--- config.mk ---
export PLATFORM = sky130hd
export DESIGN_NAME = ripple_count_monitor
export DESIGN_NICKNAME = d
export VERILOG_FILES = /design/src/rtl/ripple_mon_pkg.sv /design/src/rtl/sync_2ff.sv /design/src/rtl/ripple_count_monitor.sv
export SDC_FILE = /design/constraint.sdc
export NUM_CORES = 1
export LEC_CHECK = 0
export CAP_MARGIN = 40
export CORE_ASPECT_RATIO = 1.4
export CORE_MARGIN = 2
export CORE_UTILIZATION = 40
export DETAILED_ROUTE_END_ITERATION = 10
export PLACE_DENSITY = 0.6
export SYNTH_ARGS = -nofsm -noshare
export SYNTH_HDL_FRONTEND = slang
export SYNTH_SLANG_ARGS = --single-unit
--- constraint.sdc ---
create_clock -name clk -period 5.91 [get_ports clk]
set_clock_uncertainty 0.2 [all_clocks]
set_input_delay 1.182 -clock clk [delete_from_list [all_inputs] [get_ports clk]]
set_output_delay 1.182 -clock clk [all_outputs]
set_load 0.05 [all_outputs]
--- src/rtl/ripple_mon_pkg.sv ---
// Shared types and constants for the ripple-counter monitor.
// Holds the FSM state encoding, the count width and the modulo-16 successor helper.
package ripple_mon_pkg;

  localparam int COUNT_W = 4;

  typedef enum logic [1:0] {
    ACQUIRE = 2'd0,
    TRACK   = 2'd1,
    FAULT   = 2'd2
  } mon_state_t;

  function automatic logic [COUNT_W-1:0] count_next(input logic [COUNT_W-1:0] v);
    return v + 1'b1;
  endfunction

endpackage

--- src/rtl/sync_2ff.sv ---
// Two-stage flop synchronizer for a bus whose bits are sampled as a group.
// The second stage drives the output q.
module sync_2ff #(
  parameter int WIDTH = 1
) (
  input  logic             clk,
  input  logic             reset,
  input  logic [WIDTH-1:0] d,
  output logic [WIDTH-1:0] q
);

  logic [WIDTH-1:0] s1_q, s1_d;
  logic [WIDTH-1:0] s2_q, s2_d;

  always_comb begin
    s1_d = d;
    s2_d = s1_q;
  end

  always_ff @(posedge clk or posedge reset) begin
    if (reset) begin
      s1_q <= '0;
      s2_q <= '0;
    end else begin
      s1_q <= s1_d;
      s2_q <= s2_d;
    end
  end

  assign q = s2_q;

endmodule

--- src/rtl/ripple_count_monitor.sv ---
// Filters an asynchronous 4-bit ripple count, checks that it only ever steps by +1,
// and reports wraps, compare matches and illegal jumps.
module ripple_count_monitor
  import ripple_mon_pkg::*;
#(
  parameter int STABLE_CYCLES = 2,
  parameter int WRAP_W        = 8
) (
  input  logic               clk,
  input  logic               reset,
  input  logic [COUNT_W-1:0] q_in,
  input  logic [COUNT_W-1:0] cmp_val,
  input  logic               cmp_en,
  input  logic               clr,
  output logic [COUNT_W-1:0] q_stable,
  output logic               stable_valid,
  output logic               wrap_pulse,
  output logic               match_pulse,
  output logic               err_sticky,
  output logic [WRAP_W-1:0]  wrap_count,
  output logic               wrap_sat,
  output mon_state_t         dbg_state
);

  localparam logic [2:0]        STAB_MAX = 3'(STABLE_CYCLES);
  localparam logic [WRAP_W-1:0] WRAP_MAX = '1;

  logic [COUNT_W-1:0] s2;

  sync_2ff #(.WIDTH(COUNT_W)) u_sync (
    .clk   (clk),
    .reset (reset),
    .d     (q_in),
    .q     (s2)
  );

  // Synchronizer stages hold reset zeros, not samples, until two edges have passed.
  logic [1:0]         prime_q, prime_d;
  logic [COUNT_W-1:0] cand_q, cand_d;
  logic [2:0]         stab_q, stab_d;
  logic               accept;

  always_comb begin
    prime_d = {prime_q[0], 1'b1};
    cand_d  = cand_q;
    stab_d  = stab_q;
    if (prime_q[1]) begin
      if (s2 != cand_q) begin
        cand_d = s2;
        stab_d = 3'd1;
      end else if (stab_q != STAB_MAX) begin
        stab_d = stab_q + 3'd1;
      end
    end
  end

  assign accept = (stab_q == STAB_MAX);

  mon_state_t         state_q, state_d;
  logic [COUNT_W-1:0] q_stable_q, q_stable_d;
  logic               stable_valid_q, stable_valid_d;
  logic               wrap_pulse_q, wrap_pulse_d;
  logic               match_pulse_q, match_pulse_d;
  logic               err_q, err_d;
  logic [WRAP_W-1:0]  wrap_count_q, wrap_count_d;
  logic               wrap_sat_q, wrap_sat_d;
  logic               wrap_inc;

  always_comb begin
    state_d        = state_q;
    q_stable_d     = q_stable_q;
    stable_valid_d = stable_valid_q;
    wrap_pulse_d   = 1'b0;
    match_pulse_d  = 1'b0;
    err_d          = err_q;
    wrap_count_d   = wrap_count_q;
    wrap_inc       = 1'b0;

    case (state_q)
      ACQUIRE: begin
        if (accept) begin
          q_stable_d     = cand_q;
          stable_valid_d = 1'b1;
          state_d        = TRACK;
        end
      end
      TRACK: begin
        if (accept && (cand_q != q_stable_q)) begin
          q_stable_d = cand_q;
          if (cand_q == count_next(q_stable_q)) begin
            if (cand_q == '0) begin
              wrap_pulse_d = 1'b1;
              wrap_inc     = 1'b1;
            end
            if (cmp_en && (cand_q == cmp_val)) match_pulse_d = 1'b1;
          end else begin
            err_d   = 1'b1;
            state_d = FAULT;
          end
        end
      end
      FAULT: begin
        if (accept) q_stable_d = cand_q;
        if (clr) begin
          stable_valid_d = 1'b0;
          state_d        = ACQUIRE;
        end
      end
      default: state_d = ACQUIRE;
    endcase

    // clr wins over a same-edge wrap increment; the pulse itself still goes out.
    if (wrap_inc && (wrap_count_q != WRAP_MAX)) wrap_count_d = wrap_count_q + 1'b1;
    if (clr) begin
      wrap_count_d = '0;
      err_d        = 1'b0;
    end
    wrap_sat_d = (wrap_count_d == WRAP_MAX);
  end

  always_ff @(posedge clk or posedge reset) begin
    if (reset) begin
      prime_q        <= '0;
      cand_q         <= '0;
      stab_q         <= '0;
      state_q        <= ACQUIRE;
      q_stable_q     <= '0;
      stable_valid_q <= 1'b0;
      wrap_pulse_q   <= 1'b0;
      match_pulse_q  <= 1'b0;
      err_q          <= 1'b0;
      wrap_count_q   <= '0;
      wrap_sat_q     <= 1'b0;
    end else begin
      prime_q        <= prime_d;
      cand_q         <= cand_d;
      stab_q         <= stab_d;
      state_q        <= state_d;
      q_stable_q     <= q_stable_d;
      stable_valid_q <= stable_valid_d;
      wrap_pulse_q   <= wrap_pulse_d;
      match_pulse_q  <= match_pulse_d;
      err_q          <= err_d;
      wrap_count_q   <= wrap_count_d;
      wrap_sat_q     <= wrap_sat_d;
    end
  end

  assign q_stable     = q_stable_q;
  assign stable_valid = stable_valid_q;
  assign wrap_pulse   = wrap_pulse_q;
  assign match_pulse  = match_pulse_q;
  assign err_sticky   = err_q;
  assign wrap_count   = wrap_count_q;
  assign wrap_sat     = wrap_sat_q;
  assign dbg_state    = state_q;

endmodule
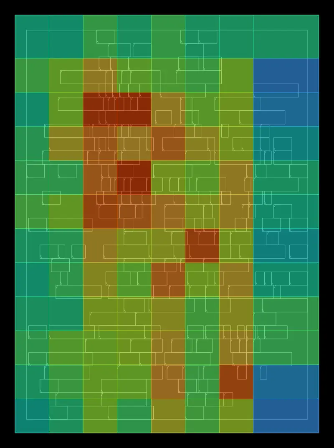
Figure 1: routing congestion.
GR Util All Layers: 0.164
GR peak layer: met2
grt met1 use: 0.201

==> run notes <==
fresh numbers from the pnr run: status=completed, # setup viols final=0, Signal buf overhead=0.136, inverters=7, ys flop type=dfrtp_1, final setup TNS=0 ns, Mapped Area=1860 um^2, Total Nets Final=217, fin cells=264, fin crit share=0.517, crit-path leading delay family=buffers and inverters, Async S/R FF share, synth=1.00, number of global-route vias before repair=1351, Unique cell types=43, P per Cell Area=285 nW/um^2, Plain + repair buffers=32, WP data arrival=1.67 ns, fin crit period=3.06 ns, Synth top cell by count=dfrtp_1, YS warnings=0, Syn Area/Cell=10.9 um^2, yosys xor share=0.100, cells along the critical path=clkdlybuf4s50_1, FF+latch count, synth=36, clock root cell=clkbuf_8, Initial DRC Count=93, share of cells above drive strength 1=0.149, Core Util, Final=0.510, Detailed Place HPWL=2.71 mm, Fin. Hold Viols=0, Placed Area=2200 um^2, RePlAce Congestion=0.826, H-tree Lvls=2, setup ws final=2.85 ns, register area=901 um^2, logic area=885 um^2, post-CTS sizing=0, residual DRC count=0, Post-Place Setup Slack=2.94 ns, Pwr Total=653 uW, WP data required=4.53 ns, register area share after synthesis=0.485, Hold Slack=0.151 ns, clk sinks=36, Worst setup SP type=flip-flop, cts bufs inserted=5, AO/OA Area Share=0.0687, DR pass1 iterations=4, leak pwr=0.000935 uW, unrepaired setup endpoints after global routing=no, Reg2Reg Depth=9, WP depth=1, max_slew headroom=0.521, Top logic family=simple AND/OR/NAND/NOR gates, Bufs and invs on worst path=1, CTS tree=yes, port bufs=30, Log Warnings=27, met2 usage=0.271, ant diodes=0, antenna-violating nets left=0, first-pass GRT wire length=6.33 mm, flop-to-flop setup slack=3.15 ns, Worst Tran Pin Value=0.713 ns, die width=61.6 um, Post-Synth Adder-Cell Area=0.0269, die height=84.6 um, simple share=0.207, worst skew pair latency=0.29 ns, synth cell count leaders=dfrtp_1, nand2_1, nor2_1, # Post-CTS Setup Buffers=0, row count=29, Final Max Slew Viols=0, maximum clock path buffer count=2, Crit Path Category=flip-flop to output pin, die area=5210 um^2, Critical Path Fanout Max=10, Worst setup EP type=output pin, worst setup path endpoint=wrap_count[3], largest net degree at the start of global routing=37, mux share=0.0714, min-delay worst type=flip-flop to flip-flop, Fillers=435, MI comb cells=119, # Taps=62, Cell area leaders=dfrtp_1, mux2_2, xor2_1, nand2_1, nor2_1, initial antenna violation count=0
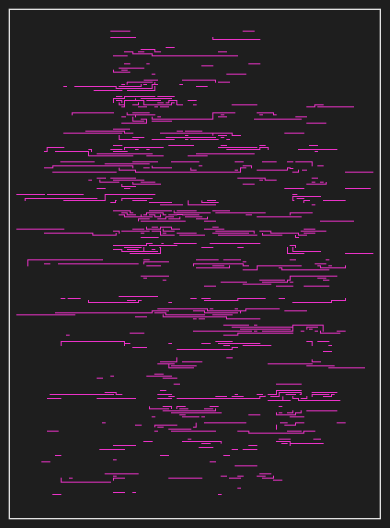
Figure 2: met1 routing.
(6 px per um)
wire length on this layer = 1560 um
main direction = horizontal
share of all routed wire = 42%
longest straight run = 17.5 um
nets with wire on the layer = 198
Routed WL: 3.71 mm
vias post-DR: 1342

## worst min path at each step
stage               slack [ns]                      from                    end  cells past startpoint
floorplan                 0.13      prime_q[0]$_DFF_PP0_   prime_q[1]$_DFF_PP0_                      0
finish                    0.15  u_sync.s1_q[2]$_DFF_PP0_  u_sync.q[2]$_DFF_PP0_                      0
global route              0.16  u_sync.s1_q[0]$_DFF_PP0_  u_sync.q[0]$_DFF_PP0_                      0
CTS                       0.15  u_sync.s1_q[2]$_DFF_PP0_  u_sync.q[2]$_DFF_PP0_                      0
global placement          0.13      prime_q[0]$_DFF_PP0_   prime_q[1]$_DFF_PP0_                      0
detailed placement        0.13  u_sync.s1_q[2]$_DFF_PP0_  u_sync.q[2]$_DFF_PP0_                      0
## cell usage in the layout, fill, tap and decap left out, types with 2 or more instances in the layout
master	count
a21oi_1	2
and3_1	2
clkbuf_8	5
clkdlybuf4s50_1	30
clkinvlp_4	2
dfrtp_1	36
ha_1	4
inv_1	7
mux2_2	10
mux2i_1	2
nand2_1	16
nand3_1	4
nand4_1	2
nor2_1	15
nor2b_1	4
nor3_1	5
nor4_1	5
nor4_4	2
o2111ai_1	2
o21ai_0	8
xnor2_1	4
xor2_1	11
## routing by layer
layer | wire length [um] | share of wire | vias up
met2 | 1940 | 0.52 | 33
met1 | 1560 | 0.42 | 646
met5 | 0 | 0 | -
met3 | 130 | 0.035 | 7
met4 | 72 | 0.019 | 0
li1 | - | - | 656
## where the power goes
part / switching (uW) / internal (uW)
clock network: 92.7 / 83.4
registers: 30.4 / 268
logic: 106 / 72.8
## cell families after synthesis
kind of cell    Yosys count
fa+ha+maj                 4
xor+xnor                 18
simple gates             65
flops                    36
mux                      12
buf+inv                  15
other cells               1
compound gates           19
Power is estimated from default activity; no workload was simulated.
